--- src/rtl/fetch_queue_if.sv ---
// Handshake bundle between the fetch queue, instruction memory and decode.
// The master side is the fetch queue itself.
interface fetch_queue_if #(
  parameter int AW = 10,
  parameter int DW = 32
);
  logic          imem_req;
  logic [AW-1:0] imem_addr;
  logic [DW-1:0] imem_rdata;
  logic          inst_valid;
  logic [DW-1:0] inst_data;
  logic [AW-1:0] inst_pc;
  logic          inst_ready;

  modport master (
    output imem_req, imem_addr, inst_valid, inst_data, inst_pc,
    input  imem_rdata, inst_ready
  );

  modport slave (
    input  imem_req, imem_addr, inst_valid, inst_data, inst_pc,
    output imem_rdata, inst_ready
  );
endinterface

--- src/rtl/fetch_queue.sv ---
// Instruction-fetch queue: issues imem reads at p_ct, tracks them across the
// fixed memory latency and buffers returned words for decode.
module fetch_queue #(
  parameter int AW      = 10,
  parameter int DW      = 32,
  parameter int DEPTH   = 4,
  parameter int MEM_LAT = 2
) (
  input  logic                       clk,
  input  logic                       reset,
  input  logic [AW-1:0]              p_ct,
  input  logic                       branch_enable,
  output logic                       pc_hold,
  output logic [$clog2(DEPTH+1)-1:0] fq_count,
  fetch_queue_if.master              bus
);

  localparam int PW = $clog2(DEPTH);
  localparam int CW = $clog2(DEPTH + 1);
  localparam int LW = $clog2(MEM_LAT + 1);
  localparam int SW = $clog2(DEPTH + MEM_LAT + 1);

  logic [MEM_LAT-1:0] trk_vld_q, trk_vld_d;
  logic [AW-1:0]      trk_pc_q [MEM_LAT];
  logic [AW-1:0]      trk_pc_d [MEM_LAT];
  logic [DW-1:0]      fifo_data_q [DEPTH];
  logic [DW-1:0]      fifo_data_d [DEPTH];
  logic [AW-1:0]      fifo_pc_q [DEPTH];
  logic [AW-1:0]      fifo_pc_d [DEPTH];
  logic [PW:0]        wr_ptr_q, wr_ptr_d;
  logic [PW:0]        rd_ptr_q, rd_ptr_d;

  logic [LW-1:0] inflight;
  logic [SW-1:0] credit;
  logic          empty;
  logic          push;
  logic          pop;

  // Credit is built from registered state only, so a pop in the current
  // cycle does not free a slot until the next one.
  always_comb begin
    inflight = '0;
    for (int i = 0; i < MEM_LAT; i++) begin
      inflight = inflight + LW'(trk_vld_q[i]);
    end
    fq_count = CW'(wr_ptr_q - rd_ptr_q);
    credit   = SW'(fq_count) + SW'(inflight);
    pc_hold  = credit >= SW'(DEPTH);
    empty    = wr_ptr_q == rd_ptr_q;
    push     = trk_vld_q[MEM_LAT-1] && !branch_enable;
    pop      = !empty && bus.inst_ready && !branch_enable;
  end

  assign bus.imem_req   = reset && !pc_hold && !branch_enable;
  assign bus.imem_addr  = p_ct;
  assign bus.inst_valid = !empty;
  assign bus.inst_data  = fifo_data_q[rd_ptr_q[PW-1:0]];
  assign bus.inst_pc    = fifo_pc_q[rd_ptr_q[PW-1:0]];

  always_comb begin
    trk_vld_d   = MEM_LAT'({trk_vld_q, bus.imem_req});
    trk_pc_d    = trk_pc_q;
    trk_pc_d[0] = p_ct;
    for (int i = 1; i < MEM_LAT; i++) begin
      trk_pc_d[i] = trk_pc_q[i-1];
    end
    if (branch_enable) begin
      trk_vld_d = '0;
    end
  end

  always_comb begin
    fifo_data_d = fifo_data_q;
    fifo_pc_d   = fifo_pc_q;
    if (push) begin
      fifo_data_d[wr_ptr_q[PW-1:0]] = bus.imem_rdata;
      fifo_pc_d[wr_ptr_q[PW-1:0]]   = trk_pc_q[MEM_LAT-1];
    end
    wr_ptr_d = wr_ptr_q + (PW+1)'(push);
    rd_ptr_d = rd_ptr_q + (PW+1)'(pop);
    if (branch_enable) begin
      wr_ptr_d = '0;
      rd_ptr_d = '0;
    end
  end

  always_ff @(posedge clk or negedge reset) begin
    if (!reset) begin
      trk_vld_q   <= '0;
      trk_pc_q    <= '{default: '0};
      fifo_data_q <= '{default: '0};
      fifo_pc_q   <= '{default: '0};
      wr_ptr_q    <= '0;
      rd_ptr_q    <= '0;
    end else begin
      trk_vld_q   <= trk_vld_d;
      trk_pc_q    <= trk_pc_d;
      fifo_data_q <= fifo_data_d;
      fifo_pc_q   <= fifo_pc_d;
      wr_ptr_q    <= wr_ptr_d;
      rd_ptr_q    <= rd_ptr_d;
    end
  end

endmodule
--- src/flat_wrapper.sv ---
// flat-port wrapper written by rule: the top's interface ports become plain ports
module fetch_queue_flat 
#(
  parameter int AW      = 10,
  parameter int DW      = 32,
  parameter int DEPTH   = 4,
  parameter int MEM_LAT = 2
)
  (clk, reset, p_ct, branch_enable, pc_hold, fq_count, bus_imem_req, bus_imem_addr, bus_inst_valid, bus_inst_data, bus_inst_pc, bus_imem_rdata, bus_inst_ready);
  fetch_queue_if #(.AW(AW), .DW(DW)) bus_i ();
  input  logic clk;
  input  logic reset;
  input  logic [AW-1:0] p_ct;
  input  logic branch_enable;
  output logic pc_hold;
  output logic [$clog2(DEPTH+1)-1:0] fq_count;
  output wire logic [$bits(bus_i.imem_req)-1:0] bus_imem_req;
  output wire logic [$bits(bus_i.imem_addr)-1:0] bus_imem_addr;
  output wire logic [$bits(bus_i.inst_valid)-1:0] bus_inst_valid;
  output wire logic [$bits(bus_i.inst_data)-1:0] bus_inst_data;
  output wire logic [$bits(bus_i.inst_pc)-1:0] bus_inst_pc;
  input wire logic [$bits(bus_i.imem_rdata)-1:0] bus_imem_rdata;
  input wire logic [$bits(bus_i.inst_ready)-1:0] bus_inst_ready;
  assign bus_imem_req = bus_i.imem_req;
  assign bus_imem_addr = bus_i.imem_addr;
  assign bus_inst_valid = bus_i.inst_valid;
  assign bus_inst_data = bus_i.inst_data;
  assign bus_inst_pc = bus_i.inst_pc;
  assign bus_i.imem_rdata = bus_imem_rdata;
  assign bus_i.inst_ready = bus_inst_ready;
  fetch_queue #(.AW(AW), .DW(DW), .DEPTH(DEPTH), .MEM_LAT(MEM_LAT)) u_core (.clk(clk), .reset(reset), .p_ct(p_ct), .branch_enable(branch_enable), .pc_hold(pc_hold), .fq_count(fq_count), .bus(bus_i));
endmodule
--- config.mk ---
export PLATFORM = sky130hd
export DESIGN_NAME = fetch_queue_flat
export DESIGN_NICKNAME = d
export VERILOG_FILES = /design/src/rtl/fetch_queue_if.sv /design/src/rtl/fetch_queue.sv /design/src/flat_wrapper.sv
export SDC_FILE = /design/constraint.sdc
export NUM_CORES = 1
export LEC_CHECK = 0
export CORE_MARGIN = 2
export CORE_UTILIZATION = 40
export CTS_BUF_LIST = sky130_fd_sc_hd__clkbuf_4 sky130_fd_sc_hd__clkbuf_8
export DETAILED_ROUTE_END_ITERATION = 16
export MAX_ROUTING_LAYER = met4
export PLACE_DENSITY = 0.63
export SLEW_MARGIN = 25
export SYNTH_ARGS = -nofsm -noshare
export SYNTH_HDL_FRONTEND = slang
export SYNTH_SLANG_ARGS = --single-unit
--- constraint.sdc ---
create_clock -name clk -period 3.8 [get_ports clk]
set_input_delay 0.76 -clock clk [delete_from_list [all_inputs] [get_ports clk]]
set_output_delay 0.76 -clock clk [all_outputs]
set_load 0.01 [all_outputs]
==> results.yml, run 1 <==
# implementation run metrics
run_status:
  status: "finished, final reports clean"
synth:
  synth_top_area_share_pct: 57.3
  synth-area-yosys_um2: 8560
  ys_ff: 196
  ys_warn_count: 0
  syn_inst: 484
  topCellsByArea: "dfrtp_1 (57%), mux2_2 (17%), mux4_2 (11%), mux2_4 (5.4%), buf_12 (1.9%)"
floorplan:
  rows: 53
  ios: 104
  initial_utilization_pct: 40.7
  die-area_um2: 22600
critical_path:
  cp-end-kind: "output port"
  worstPathRequired_ns: 3.04
final_layout:
  area.combinational_um2: 3250
  antennaDiodeCount: 0
  lay_top_count: "dfrtp_1"
  drive_gt1_share_pct: 43.6
  lay_top_cells: "dfrtp_1 (194), mux2_2 (132), clkdlybuf4s50_1 (102)"
timing:
  setup_violations: 0
  setup_slack_ns: 0.148
  layout_min_cycle_time_ns: 3.65
  rsz0062_at_grt: "no"
routing:
  drtPass1Iterations: 4
  via_per_inst: 5.11
min_path:
  hp-class: "reg -> reg"
job:
  max-cap-violations: 0
cts:
  worstSkewPairLatency_ns: 0.48
  cts-root-buf: "clkbuf_8"
  cts_max_level: 4
  holdBufCountCts: 0
power_and_ir_drop:
  p_sw_mw: 1.20
grt:
  grt_util_met1_pct: 22.4
  grt_max_degree: 146
  grt_util_met2_pct: 25.2
  overflow: 0
placed_design:
  hpwl_mm: 10.1
  place_ws_ns: 0.465
run 1: registers in the layout, summed over array words and instances (netlist names):
signal and cells:
u_core.trk_vld_q 2, u_core.fifo_data_q 128, u_core.rd_ptr_q 3, u_core.fifo_pc_q 40, u_core.wr_ptr_q 3, u_core.trk_pc_q 10, u_core.trk_pc_d 10
run 1: cell type report:
class / instances / area share, %
flip-flops and latches: 196 / 48.7
multi-input cells: 243 / 32.2
repair buffers: 114 / 11.5
well taps: 275 / 3.41
clock buffers: 17 / 2.32
clock inverters: 15 / 1.70
inverters: 5 / 0.186
run 1: per-stage QoR:
step                      std cells  utilization [%]  power [mW]  instance area (um^2)
after floorplan                 484                -        2.72                  8560
after global placement          833             46.0        3.09                  9680
after detailed placement        833             46.0        3.12                  9680
after CTS                       865             48.0        4.49                 10100
after global routing            865             48.0        4.65                 10100
final                           865             48.0        4.43                 10100
run 1: routing by layer:
metal | routed length, um | up-vias
met5 | 0 | -
met4 | 153 | 0
met3 | 635 | 13
met2 | 8240 | 84
met1 | 7770 | 2371
li1 | - | 1952
run 1: critical path, stage by stage (launching register included):
cell             delay [ns]
dfrtp_4                0.49
ha_1                   0.22
fa_1                   0.49
or3b_2                 0.48
mux2i_1                0.18
clkdlybuf4s50_1        0.57
run 1: logic make-up after synthesis:
family	share of synthesized area (%)
mux	34.6
flops	57.3
buf+inv	4.81
simple gates	1.42
fa+ha+maj	1.26
xor+xnor	0.511
compound gates	0.117
run 1: synthesized netlist by cell type, drive strengths merged:
cell type,n
xnor2,4
and2b,6
xor2,1
a21oi,1
or3b,1
nor2b,1
nor2,3
and3,3
fa,1
and3b,1
mux4,42
dfrtp,196
mux2,168
nand3,2
inv,5
clkbuf,4
mux2i,1
ha,7
o21ai,1
buf,36
run 1: how the worst min path moves through the flow:
| stage | to | depth (start not counted) | from |
|---|---|---|---|
| floorplan | u_core.trk_pc_q[0] | 0 | u_core.trk_pc_d[0] |
| detailed placement | u_core.trk_pc_q[2] | 0 | u_core.trk_pc_d[2] |
| CTS | u_core.trk_pc_q[0] | 0 | u_core.trk_pc_d[0] |
| global route | u_core.trk_pc_q[4] | 0 | u_core.trk_pc_d[4] |
| global placement | u_core.trk_pc_q[0] | 0 | u_core.trk_pc_d[0] |
| finish | u_core.trk_pc_q[0] | 0 | u_core.trk_pc_d[0] |
run 1: power by group through the flow:
stage | clock (mW) | sequential, mW | combinational [mW]
2_1_floorplan | 0 | 2.33 | 0.384
3_3_place_gp | 0 | 2.35 | 0.742
3_5_place_dp | 0 | 2.36 | 0.756
4_1_cts | 1.41 | 2.32 | 0.761
5_1_grt | 1.50 | 2.34 | 0.800
6_report | 1.36 | 2.32 | 0.746
Figure 1. Wiring by layer (run 1).
Bar = 50 um. Only two layers are drawn.
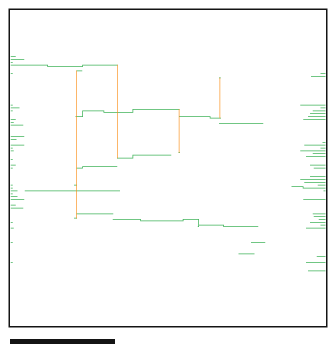
Key: green = metal 3 [wire length 636 um]; orange = metal 4 [wire length 154 um]
total track usage: 16.4%
WL/cell: 19.4 um
Routed WL: 16.8 mm
routed via count: 4,420

Figure 2. The clock network (run 1).
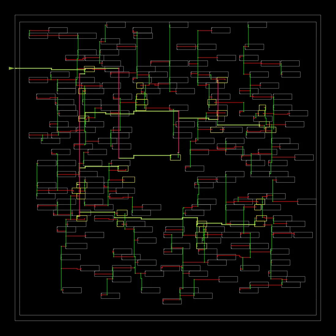
clock sink count: 196
Clock Skews: 0.0132 ns
layout clock buffer count: 17
Clk power: 1.36 mW

Figure 3. Cell classes on the final placement (run 1).
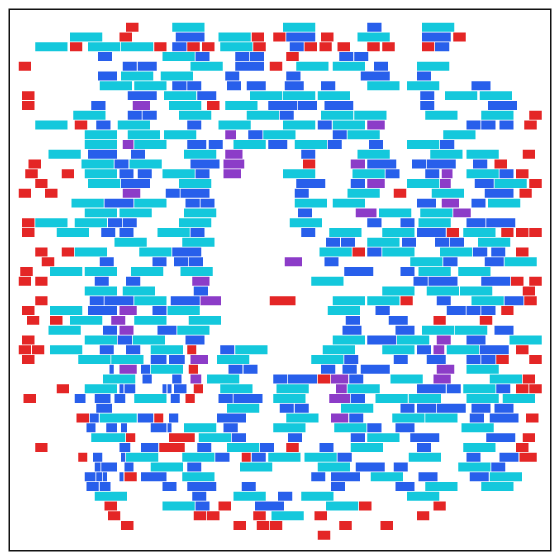
Key: red = other buffers and delay cells [cells 114]; purple = clock drivers and dummy loads [cells 32]; cyan = flops [cells 196]; blue = combinational and other logic [cells 248]
design area: 10,100 um^2
Seq area share: 48.7%

==> inputs of run 2 (changes only) <==
--- a/config.mk
+++ b/config.mk
@@ -5,7 +5,6 @@
 export SDC_FILE = /design/constraint.sdc
 export NUM_CORES = 1
 export LEC_CHECK = 0
-export CORE_MARGIN = 2
 export CORE_UTILIZATION = 40
 export CTS_BUF_LIST = sky130_fd_sc_hd__clkbuf_4 sky130_fd_sc_hd__clkbuf_8
 export DETAILED_ROUTE_END_ITERATION = 16
Figure 4. The clock network (run 2).
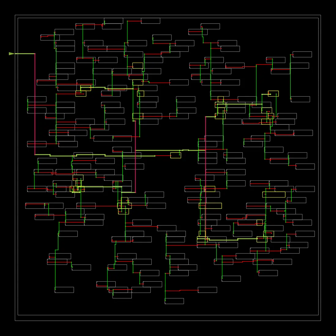
clk_lat worst skew: 0.45 ns
layout clock buffer count: 18
TritonCTS Buffers: 17
flip-flop and latch count: 196
Clk power: 1.35 mW

Figure 5. Wiring by layer (run 2).
Bar = 50 um. Only two layers are drawn.
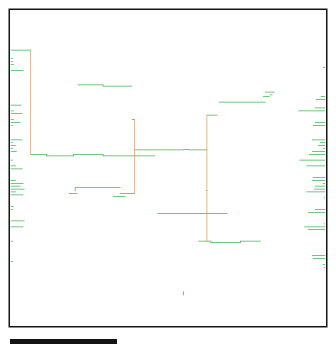
Key: orange = metal 4 [wire length 143 um]; green = metal 3 [wire length 503 um]
WL/cell: 19.6 um
routed via count: 4,448

==> run 2 against run 1 <==
Against the previous run:
- power fell by 0.10%
- via count rose by 0.63%
- first-iteration DRC count fell by 26%
- sequential power barely moved
- maximum frequency rose by 3.4%
- sequential share of layout area rose by 0.066 points
- critical path type unchanged
==> results.yml, run 2 <==
# implementation run metrics
final_layout:
  largest_reg_flops: 128
  drive_gt1_share_pct: 43.6
  lay_top_count: "dfrtp_1"
  antennaDiodeCount: 0
  lay_top_cells: "dfrtp_1 (194), mux2_2 (132), clkdlybuf4s50_1 (101)"
  regMostFlops: "u_core.fifo_data_q"
  postLayoutCellArea_um2: 10100
  reg.largest.list: "u_core.fifo_data_q (128), u_core.fifo_pc_q (40)"
  stdcell_count: 865
min_path:
  hp-class: "reg -> reg"
  hp-start: "u_core.trk_pc_d[0]"
  holdPathEnd: "u_core.trk_pc_q[0]"
  hold_depth: 0
cts:
  cts_max_level: 4
  clk_pin_slew_ns: 0.10
  cts.sinks: 196
  holdBufCountCts: 0
synth:
  synth-area-yosys_um2: 8560
  xor_share_pct: 0.511
  mux_area_share_pct: 34.6
  topCellsByArea: "dfrtp_1 (57%), mux2_2 (17%), mux4_2 (11%), mux2_4 (5.4%), buf_12 (1.9%)"
  syn_inst: 484
  synth-main-ff-cell: "dfrtp_1"
  common_cells: "dfrtp_1 (196), mux2_2 (132), mux4_2 (42)"
  synth_top_area_share_pct: 57.3
  compound_area_share_pct: 0.117
  top_cell: "dfrtp_1"
  fa_ha_area_share_pct: 1.26
  ys_async_sr_fraction_pct: 100
  synth.logic.top_family: "multiplexers"
  ys_warn_count: 0
  ys_ff: 196
floorplan:
  ios: 104
  rows: 53
  initial_utilization_pct: 40.7
routing:
  met2_length_mm: 8.56
  routed-wl-met3_um: 503
  wirelength_mm: 16.9
  drtPass1Iterations: 5
  drc: 0
  via_per_inst: 5.14
  wl_met1_mm: 7.71
  top_layer: "met4"
critical_path:
  cp-end-kind: "output port"
  worstPathRequired_ns: 3.04
timing:
  layout_min_cycle_time_ns: 3.53
  setup_violations: 0
  rsz0062_at_grt: "no"
  worstMarginPinSlew_ns: 0.936
  hold_violations: 0
job:
  max-cap-violations: 0
grt:
  overflow: 0
  grt_max_degree: 72
placed_design:
  dpl_cell_area_um2: 9670
  dp.cells: 834
run_status:
  status: "finished, final reports clean"
power_and_ir_drop:
  combinationalPowerShare_pct: 16.9
  p_sw_mw: 1.10
Figure 6. Clock network drawn from the DEF (run 2).
Bar = 50 um.
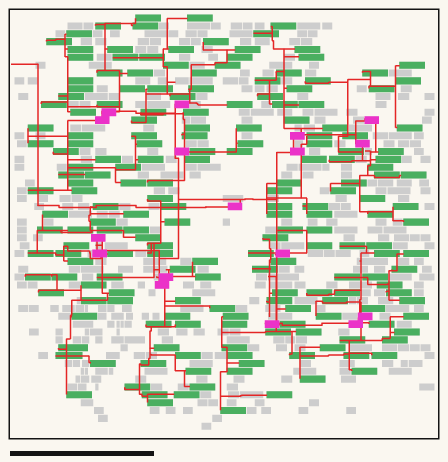
Key: green = flip-flops [count 196]; red = clock wires [length 2,210 um]; magenta = clock drivers [count 17]
Position of the flops: all over the die.
clock share of power: 30.6%
Clock Skews: 0.0154 ns

[run 2: netlist changes by cell type in the layout (fill, tap and decap cells not counted), sizes merged]
cell,before,now
bufinv,0,2
clkinvlp,0,4
buf,11,12
clkinv,5,2
dlymetal6s2s,0,1
inv,15,10
clkbuf,18,19
clkdlybuf4s50,102,101
[run 2: per-layer routing]
layer  GRT usage, %  vias to the layer above
met3           3.10                        9
met4           4.48                        0
li1               -                     1929
met1           21.8                     2420
met5              -                        -
met2           27.6                       90
[run 2: through the flow]
step	power, mW	setup slack (ns)	utilization [%]
after floorplan	2.72	1.21	-
after global placement	3.09	0.444	46.0
after detailed placement	3.12	0.461	46.0
after CTS	4.49	0.101	47.9
after global routing	4.63	0.0597	47.9
final	4.42	0.269	47.9
[run 2: kinds of logic after synthesis]
group                    count (synthesis)
AND/OR/NAND/NOR                         17
AND-OR/OR-AND                            2
multiplexers                           211
buffers and inverters                   45
adder cells (fa/ha/maj)                  8
XOR/XNOR                                 5
flip-flops                             196
[run 2: layout make-up]
class                           count  area, um^2
Inverter                            5        18.8
Tap cell                          275         344
Timing Repair Buffer              115        1150
Clock inverter                     13         146
Multi-Input combinational cell    243        3250
Fill cell                        1733       11000
Clock buffer                       18         248
Sequential cell                   196        4910
[run 2: repair_timing]
action / CTS / global route
resized: 0 / 1
endpoints found under the hold margin: 0 / 0
setup endpoints to repair: 0 / 1
[run 2: worst max-delay path, stage by stage, from the launching register on]
cell	delay [ns]
dfrtp_4	0.42
buf_4	0.73
mux4_2	0.65
clkdlybuf4s50_1	0.50
[run 2: power groups by stage]
stage | Combinational, mW | Clock, mW | Sequential [mW]
global placement | 0.738 | 0 | 2.35
global route | 0.800 | 1.49 | 2.34
finish | 0.747 | 1.35 | 2.32
CTS | 0.761 | 1.40 | 2.32
floorplan | 0.384 | 0 | 2.33
detailed placement | 0.757 | 0 | 2.36
[run 2: worst max-delay path by stage]
stage / startpoint / to / slack [ns]
floorplan: u_core.wr_ptr_q[0] / bus_imem_req / 1.21
global placement: branch_enable / bus_imem_req / 0.44
detailed placement: branch_enable / bus_imem_req / 0.46
CTS: u_core.wr_ptr_q[0] / bus_imem_req / 0.10
global route: u_core.rd_ptr_q[0] / bus_inst_pc[2] / 0.06
finish: u_core.rd_ptr_q[0] / bus_inst_pc[3] / 0.27
==> inputs of run 3 (changes only) <==
--- a/config.mk
+++ b/config.mk
@@ -10,7 +10,7 @@
 export DETAILED_ROUTE_END_ITERATION = 16
 export MAX_ROUTING_LAYER = met4
 export PLACE_DENSITY = 0.63
-export SLEW_MARGIN = 25
+export SLEW_MARGIN = 20
 export SYNTH_ARGS = -nofsm -noshare
 export SYNTH_HDL_FRONTEND = slang
 export SYNTH_SLANG_ARGS = --single-unit
Figure 7. Cell classes on the final placement (run 3).
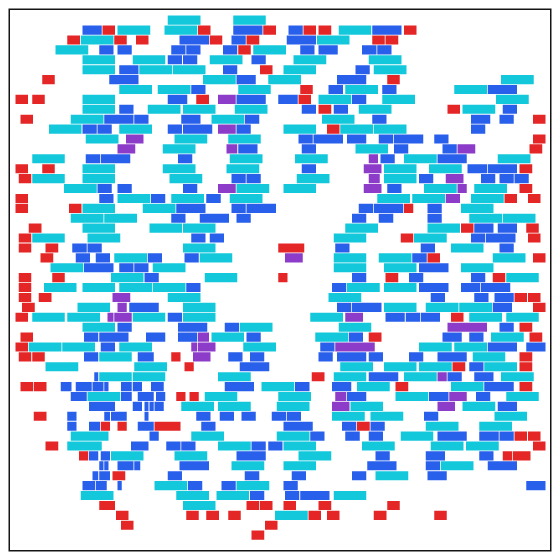
core box area: 21,000 um^2
row count: 53
design area: 10,100 um^2
final core utilization: 47.9%
Seq area share: 48.8%

Figure 8. Clock network drawn from the DEF (run 3).
Bar = 50 um.
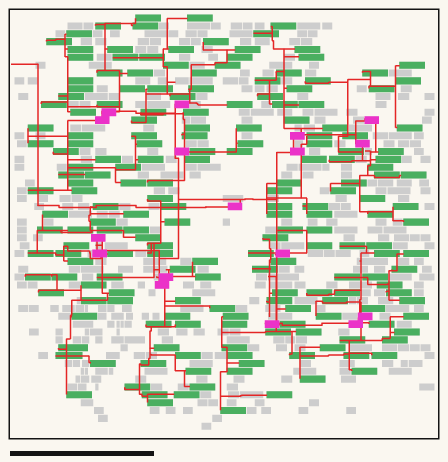

==> run 3 against run 2 <==
Against the previous run:
- routed wire length stayed put
- sequential power hardly changed
- maximum frequency stayed put
- core utilization stayed put
- register-to-register slack hardly changed
- clock skew stayed put
- via count stayed put
- combinational power hardly changed
- design area stayed put
- largest power group unchanged
==> results.yml, run 3 <==
# implementation run metrics
final_layout:
  largest_reg_flops: 128
  antennaDiodeCount: 0
  lay_top_cells: "dfrtp_1 (194), mux2_2 (132), clkdlybuf4s50_1 (101)"
  area.combinational_um2: 3250
  ff_latch_area_um2: 4910
  lay_top_count: "dfrtp_1"
  drive_gt1_share_pct: 43.6
  reg.largest.list: "u_core.fifo_data_q (128), u_core.fifo_pc_q (40)"
  nNetsFinal: 632
  fillers: 1733
  regMostFlops: "u_core.fifo_data_q"
synth:
  ys_async_sr_fraction_pct: 100
  synth-main-ff-cell: "dfrtp_1"
  top_cell: "dfrtp_1"
  topCellsByArea: "dfrtp_1 (57%), mux2_2 (17%), mux4_2 (11%), mux2_4 (5.4%), buf_12 (1.9%)"
  ys_ff: 196
  top_area_cell: "dfrtp_1"
  syn_area_per_cell_um2: 17.7
  ys_warn_count: 0
  common_cells: "dfrtp_1 (196), mux2_2 (132), mux4_2 (42)"
  synth_top_area_share_pct: 57.3
  syn_inst: 484
  synth-area-yosys_um2: 8560
routing:
  drtPass1Iterations: 5
  drc: 0
  wirelength_mm: 16.9
  via_per_inst: 5.14
  wl_per_cell_um: 19.6
  via_count: 4448
critical_path:
  critPathKind: "reg -> out"
  worstPathRequired_ns: 3.04
  crit_path_start: "u_core.rd_ptr_q[0]"
  cp-end-kind: "output port"
floorplan:
  initial_utilization_pct: 40.7
  die_h_um: 148
  die_x_um: 148
  ios: 104
  die-area_um2: 22000
grt:
  grt_pass1_vias: 5042
  antenna_found_initial: 0
  grt_max_degree: 72
  overflow: 0
  grt_first_pass_wirelength_mm: 27.2
  grt_util_all_layers_pct: 16.9
min_path:
  hp-start: "u_core.trk_pc_d[0]"
  hp-class: "reg -> reg"
timing:
  layout_min_cycle_time_ns: 3.53
  hold_violations: 0
  worstMarginPinSlew_ns: 0.936
  fin_worst_skew_ns: 0.0154
  relSlewSlack_pct: 37.6
  timing.fmax_mhz: 283
  rsz0062_at_grt: "no"
  finalMaxSlewViolations: 0
  fin_crit_sh_pct: 92.9
  setup_violations: 0
cts:
  cts_max_level: 4
  cts.sinks: 196
  worstSkewPairLatency_ns: 0.45
  max-clock-path-buffers: 2
  clk_pin_slew_ns: 0.10
  cts_inserted_buffers: 17
power_and_ir_drop:
  leakage_nw: 4.58
run_status:
  status: "finished, final reports clean"
job:
  max-cap-violations: 0
Figure 9. The clock network (run 3).
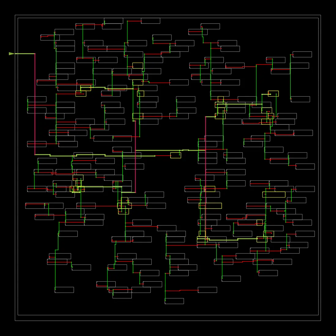

run 3: cell counts after synthesis:
Identical to the previous run, type by type.
run 3: worst max-delay path, cell delays in order, from the launching register on:
cell and delay [ns]:
dfrtp_4 0.42, buf_4 0.73, mux4_2 0.65, clkdlybuf4s50_1 0.50
run 3: path summary, 6_finish.rpt:
path | to | slack, ns | cells past startpoint
worst max-delay path | bus_inst_pc[3] | 0.27 | 3
worst min-delay path | u_core.trk_pc_q[0] | 0.36 | 0
worst max register to register | u_core.rd_ptr_q[1] | 1.41 | 8
worst min register to register | u_core.trk_pc_q[0] | 0.36 | 0
max in group asynchronous | u_core.rd_ptr_q[0] | 1.70 | 3
min in group asynchronous | u_core.fifo_data_q[120] | 0.57 | 2
run 3: kinds of logic (layout without fill, tap and decap cells):
family                     count (synthesis)  after routing  synth area share [%]
AOI/OAI and AO/OA                          2              2                 0.117
xor gates and xnor gates                   5              5                 0.511
adders and majority gates                  8              8                  1.26
buffers and inverters                     45            151                  4.81
DFF                                      196            196                  57.3
muxes                                    211            211                  34.6
and+or+nand+nor                           17             17                  1.42
run 3: stage by stage:
step	area [um^2]	utilization [%]	setup slack [ns]	instances	total power, mW
detailed placement	9670	46.0	0.461	834	3.12
global placement	9670	46.0	0.444	834	3.09
global route	10100	47.9	0.0597	865	4.63
finish	10100	47.9	0.269	865	4.42
CTS	10100	47.9	0.101	865	4.49
floorplan	8560	-	1.21	484	2.72
run 3: final cells by class:
| class | instances | share of cell area [%] |
|---|---|---|
| clock buffers | 18 | 2.46 |
| multi-input cells | 243 | 32.3 |
| flip-flops and latches | 196 | 48.8 |
| well taps | 275 | 3.42 |
| clock inverters | 13 | 1.45 |
| repair buffers | 115 | 11.4 |
| inverters | 5 | 0.186 |
run 3: repair_timing:
item	4_1_cts	5_1_grt
endpoints found under the setup margin	0	1
gates resized	0	1
hold buffers	0	0
run 3: routing by layer:
metal / track usage (%) / routed length, um / up-vias
li1: - / - / 1929
met1: 21.8 / 7710 / 2420
met2: 27.6 / 8560 / 90
met3: 3.10 / 503 / 9
met4: 4.48 / 142 / 0
met5: - / 0 / -
run 3: where the power goes:
group | switching [mW] | internal, mW
sequential | 0.0821 | 2.24
clock | 0.743 | 0.609
combinational | 0.272 | 0.475
Power figures rest on the tool's default switching activity, not on a simulated workload.
